$ cat config.mk
export PLATFORM = sky130hd
export DESIGN_NAME = thermal_supervisor
export DESIGN_NICKNAME = d
export VERILOG_FILES = /design/src/rtl/thermal_pkg.sv /design/src/rtl/thermal_persist_cnt.sv /design/src/rtl/thermal_supervisor.sv
export SDC_FILE = /design/constraint.sdc
export NUM_CORES = 1
export LEC_CHECK = 0
export CORE_ASPECT_RATIO = 1.2
export CORE_MARGIN = 10
export CORE_UTILIZATION = 52
export DETAILED_ROUTE_END_ITERATION = 16
export GPL_TIMING_DRIVEN = 1
export PLACE_DENSITY = 0.79
export SLEW_MARGIN = 10
export SYNTH_ARGS = -nofsm -noshare
export SYNTH_HDL_FRONTEND = slang
export SYNTH_SLANG_ARGS = --single-unit
$ cat constraint.sdc
create_clock -name clk -period 4.55 [get_ports clk]
set_input_delay 1.365 -clock clk [delete_from_list [all_inputs] [get_ports clk]]
set_output_delay 1.365 -clock clk [all_outputs]
set_load 0.03 [all_outputs]
$ cat src/rtl/thermal_pkg.sv
// Shared definitions for the thermal supervisor: FSM encodings and default thresholds.
package thermal_pkg;

  localparam int STATE_W = 2;

  typedef enum logic [STATE_W-1:0] {
    ST_NORMAL   = 2'd0,
    ST_COOLING  = 2'd1,
    ST_SHUTDOWN = 2'd2,
    ST_UNUSED   = 2'd3
  } state_e;

  localparam int DEF_COOL_ON    = 45;
  localparam int DEF_COOL_OFF   = 40;
  localparam int DEF_CRIT_LIMIT = 60;
  localparam int DEF_PERSIST    = 4;

endpackage

$ cat src/rtl/thermal_persist_cnt.sv
// Saturating consecutive-event counter. Counts samples where hit holds, restarts
// on a sample where it fails, holds between samples. reached is combinational on
// the counter's next value so the caller can act on the same edge that registers
// the PERSIST-th qualifying sample.
module thermal_persist_cnt #(
  parameter int PERSIST = 4
) (
  input  logic clk,
  input  logic rst_n,
  input  logic sample_valid,
  input  logic hit,
  input  logic clr,
  output logic reached
);

  localparam int CNT_W = (PERSIST < 1) ? 1 : $clog2(PERSIST + 1);
  localparam logic [CNT_W-1:0] L_MAX = CNT_W'(PERSIST);

  logic [CNT_W-1:0] r_cnt;
  logic [CNT_W-1:0] w_cnt_nxt;

  // Next count: clear wins, then sample update, otherwise hold.
  always_comb begin
    w_cnt_nxt = r_cnt;
    if (clr) begin
      w_cnt_nxt = '0;
    end else if (sample_valid) begin
      if (!hit) begin
        w_cnt_nxt = '0;
      end else if (r_cnt != L_MAX) begin
        w_cnt_nxt = r_cnt + 1'b1;
      end
    end
  end

  // Counter register.
  always_ff @(posedge clk or negedge rst_n) begin
    if (!rst_n) begin
      r_cnt <= '0;
    end else begin
      r_cnt <= w_cnt_nxt;
    end
  end

  assign reached = (w_cnt_nxt == L_MAX);

endmodule

$ cat src/rtl/thermal_supervisor.sv
// Multi-channel thermal supervisor: persistence-filtered cooling with hysteresis,
// latched critical shutdown with explicit clear, and a hottest-channel report.
module thermal_supervisor
  import thermal_pkg::*;
#(
  parameter int NUM_SENSORS = 2,
  parameter int TEMP_W      = 8,
  parameter int COOL_ON     = DEF_COOL_ON,
  parameter int COOL_OFF    = DEF_COOL_OFF,
  parameter int CRIT_LIMIT  = DEF_CRIT_LIMIT,
  parameter int PERSIST     = DEF_PERSIST,
  parameter int COOL_MODE   = 0,
  localparam int IDX_W      = (NUM_SENSORS > 1) ? $clog2(NUM_SENSORS) : 1
) (
  input  logic                          clk,
  input  logic                          rst_n,
  input  logic                          sample_valid,
  input  logic [NUM_SENSORS*TEMP_W-1:0] temp_bus,
  input  logic                          crit_clear,
  output logic                          peltier_enable,
  output logic                          critical_shutdown,
  output logic [STATE_W-1:0]            state,
  output logic [TEMP_W-1:0]             hottest_temp,
  output logic [IDX_W-1:0]              hottest_idx
);

  // Bad configurations stop elaboration.
  if (NUM_SENSORS < 1) begin : g_err_num_sensors
    $error("thermal_supervisor: NUM_SENSORS must be >= 1");
  end
  if (PERSIST < 1) begin : g_err_persist
    $error("thermal_supervisor: PERSIST must be >= 1");
  end
  if (!(COOL_OFF < COOL_ON)) begin : g_err_cool_order
    $error("thermal_supervisor: COOL_OFF must be below COOL_ON");
  end
  if (!(COOL_ON < CRIT_LIMIT)) begin : g_err_crit_order
    $error("thermal_supervisor: COOL_ON must be below CRIT_LIMIT");
  end

  localparam logic [TEMP_W-1:0] L_COOL_ON  = TEMP_W'(COOL_ON);
  localparam logic [TEMP_W-1:0] L_COOL_OFF = TEMP_W'(COOL_OFF);
  localparam logic [TEMP_W-1:0] L_CRIT     = TEMP_W'(CRIT_LIMIT);

  logic [TEMP_W-1:0]             w_temps [NUM_SENSORS];
  logic [NUM_SENSORS*TEMP_W-1:0] r_last;
  logic [TEMP_W-1:0]             r_hot;
  logic [IDX_W-1:0]              r_idx;
  logic [TEMP_W-1:0]             w_hot;
  logic [IDX_W-1:0]              w_idx;

  logic w_on_any, w_on_all, w_off_all, w_crit_any, w_last_off;
  logic w_on_hit, w_leave_sd;
  logic w_on_reached, w_off_reached, w_crit_reached;

  state_e r_state, w_state_nxt;
  logic   r_pelt, r_crit, w_pelt_nxt, w_crit_nxt;

  // Split the bus into per-channel values.
  always_comb begin
    for (int i = 0; i < NUM_SENSORS; i++) begin
      w_temps[i] = temp_bus[i*TEMP_W +: TEMP_W];
    end
  end

  // Hottest channel of the incoming sample; strict compare keeps the lowest index on ties.
  always_comb begin
    w_hot = w_temps[0];
    w_idx = '0;
    for (int i = 1; i < NUM_SENSORS; i++) begin
      if (w_temps[i] > w_hot) begin
        w_hot = w_temps[i];
        w_idx = IDX_W'(i);
      end
    end
  end

  // Threshold conditions on the incoming sample, plus off condition of the stored sample.
  always_comb begin
    w_on_any   = 1'b0;
    w_on_all   = 1'b1;
    w_off_all  = 1'b1;
    w_crit_any = 1'b0;
    w_last_off = 1'b1;
    for (int i = 0; i < NUM_SENSORS; i++) begin
      if (w_temps[i] > L_COOL_ON) w_on_any = 1'b1;
      else                        w_on_all = 1'b0;
      if (!(w_temps[i] < L_COOL_OFF)) w_off_all = 1'b0;
      if (w_temps[i] > L_CRIT) w_crit_any = 1'b1;
      if (!(r_last[i*TEMP_W +: TEMP_W] < L_COOL_OFF)) w_last_off = 1'b0;
    end
  end

  assign w_on_hit = (COOL_MODE != 0) ? w_on_any : w_on_all;

  // Leaving shutdown depends only on the clear request and the previously captured
  // sample, never on the counters, so it can safely clear them in the same cycle.
  assign w_leave_sd = (r_state == ST_SHUTDOWN) && crit_clear && w_last_off;

  thermal_persist_cnt #(.PERSIST(PERSIST)) u_on_cnt (
    .clk(clk), .rst_n(rst_n), .sample_valid(sample_valid),
    .hit(w_on_hit), .clr(w_leave_sd), .reached(w_on_reached)
  );

  thermal_persist_cnt #(.PERSIST(PERSIST)) u_off_cnt (
    .clk(clk), .rst_n(rst_n), .sample_valid(sample_valid),
    .hit(w_off_all), .clr(w_leave_sd), .reached(w_off_reached)
  );

  thermal_persist_cnt #(.PERSIST(PERSIST)) u_crit_cnt (
    .clk(clk), .rst_n(rst_n), .sample_valid(sample_valid),
    .hit(w_crit_any), .clr(w_leave_sd), .reached(w_crit_reached)
  );

  // Sample capture: last raw sample and hottest-channel report.
  always_ff @(posedge clk or negedge rst_n) begin
    if (!rst_n) begin
      r_last <= '0;
      r_hot  <= '0;
      r_idx  <= '0;
    end else if (sample_valid) begin
      r_last <= temp_bus;
      r_hot  <= w_hot;
      r_idx  <= w_idx;
    end
  end

  // FSM state register with registered output decodes.
  always_ff @(posedge clk or negedge rst_n) begin
    if (!rst_n) begin
      r_state <= ST_NORMAL;
      r_pelt  <= 1'b0;
      r_crit  <= 1'b0;
    end else begin
      r_state <= w_state_nxt;
      r_pelt  <= w_pelt_nxt;
      r_crit  <= w_crit_nxt;
    end
  end

  // FSM next state; critical escalation outranks every other transition.
  always_comb begin
    w_state_nxt = r_state;
    case (r_state)
      ST_NORMAL: begin
        if (w_crit_reached)     w_state_nxt = ST_SHUTDOWN;
        else if (w_on_reached)  w_state_nxt = ST_COOLING;
      end
      ST_COOLING: begin
        if (w_crit_reached)     w_state_nxt = ST_SHUTDOWN;
        else if (w_off_reached) w_state_nxt = ST_NORMAL;
      end
      ST_SHUTDOWN: begin
        if (w_leave_sd)         w_state_nxt = ST_NORMAL;
      end
      default: begin
        if (w_crit_reached)     w_state_nxt = ST_SHUTDOWN;
        else                    w_state_nxt = ST_NORMAL;
      end
    endcase
  end

  // Output decode of the next state, registered alongside it.
  always_comb begin
    w_pelt_nxt = (w_state_nxt == ST_COOLING) || (w_state_nxt == ST_SHUTDOWN);
    w_crit_nxt = (w_state_nxt == ST_SHUTDOWN);
  end

  assign state             = r_state;
  assign peltier_enable    = r_pelt;
  assign critical_shutdown = r_crit;
  assign hottest_temp      = r_hot;
  assign hottest_idx       = r_idx;

endmodule
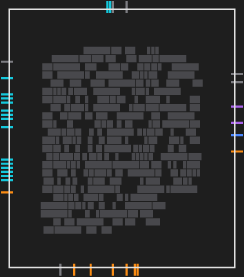
(images/pins.png)
(3 px per um) Pins as bars across the die edge, other pins in gray.
| port | color | pins | direction | edge |
|---|---|---|---|---|
| hottest_temp | orange | 8 | output | 6 bottom, 1 left, 1 right |
| state | purple | 2 | output | right |
| temp_bus | cyan | 16 | input | 14 left, 2 top |
| hottest_idx | blue | 1 | output | right |

==> summary.txt <==
Notes on the physical implementation.

- The destination of the worst hold path is r_last[12], for reference.
- The run finished with clean final reports.
- The worst hold margin is 0.4989 ns, for reference.
- The portion of synthesized cell area occupied by the leading cell type is 0.4295, for reference.
- The summed standard-cell area reported by yosys is 1864 um^2, for reference.
- Per the STA report, the cell with the highest stage delay on the worst path is clkdlybuf4s50_1.
- The total routed wirelength is 4168 um, for reference.
- The average routed wire per standard cell is 15.27 um, for reference.
- After filler insertion, the fill cell instance count of the layout stands at 292.
- The placer congestion estimate is 0.8375, for reference.
- The last element of the critical path is peltier_enable, for reference.
- Entering global routing, the biggest net connects 33 pins.
- The global-route usage over all layers is 0.1413, for reference.
- The floorplan row count is 23, for reference.
- TritonCTS built the clock tree.
- The via density per instance is 5.908, for reference.
- The clock network area share is 0.03879, for reference.
- The highest clock frequency the design can meet is 0.2755 GHz, for reference.
- The power share of the clock group is 0.232, for reference.
- In the final design, more cell area goes to logic gates than to any other class.
- The die extent in y is 85.59 um, for reference.
- Per the repair_timing log after CTS, setup buffers inserted total 0.
- The detailed router reports a met2 wire length of 2088 um.
- The ratio of final minimum period to clock period is 0.7979, for reference.
- The post-synthesis sequential area ratio is 0.4295, for reference.
- The utilization of the core after routing is 0.6839, for reference.
- The startpoint of the most critical setup path is sample_valid, for reference.
- Excluding fillers, the count of instances in the completed layout stands at 273.
- The met1 wire length is 1774 um, for reference.
- According to the finish report, the design has a final net count of 270.
- Per the CTS log, the root buffer master is clkbuf_8.
- The largest incremental delay on the critical path is 0.91 ns, for reference.
- For reference, the top cells by count after synthesis are 32 x dfrtp_1, 20 x inv_1, 20 x nor2_1.
- The total iterations of the first detailed-routing run is 4, for reference.
- The count of cell types in the netlist is 38, for reference.
- The cell area after layout is 2322 um^2, for reference.
- For reference, the final report shows the max-slew violation count at 0.
- The residual antenna-violating net count after detailed routing is 0, for reference.
- The leakage power in the latest report is 1.014 nW.
- The met3 wirelength from detailed routing is 246 um, for reference.
- The number of well taps is 37, for reference.
- The cell area that synthesis handed to floorplanning was 1864 um^2.
- The register bit count reported by yosys is 32, for reference.
- The cell count after synthesis is 198, for reference.
- The largest non-sequential cell family by area is AND-OR/OR-AND gates, for reference.
- Looking at the max-slew report, the worst-margin pin has a slew of 0.7224 ns.
- The number of global-route vias before repair was 1578.
- The number of instances resized during post-cts repair is 0, for reference.
- The headroom to the max-slew limit is 0.5155, for reference.
- Of the total standard cell area in the layout, the multi-input combinational portion is 0.4165.
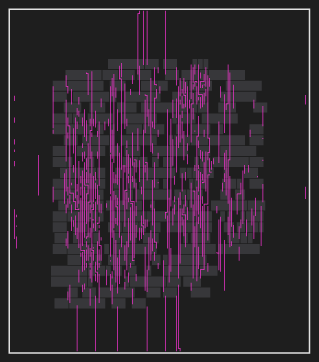
(images/met2.png)
(4 px per um) Cells faint in the background.
nets with wire on the layer: 235
longest straight run: 25.7 um
main direction: vertical
share of all routed wire: 50%

Power is estimated from default activity; no workload was simulated.
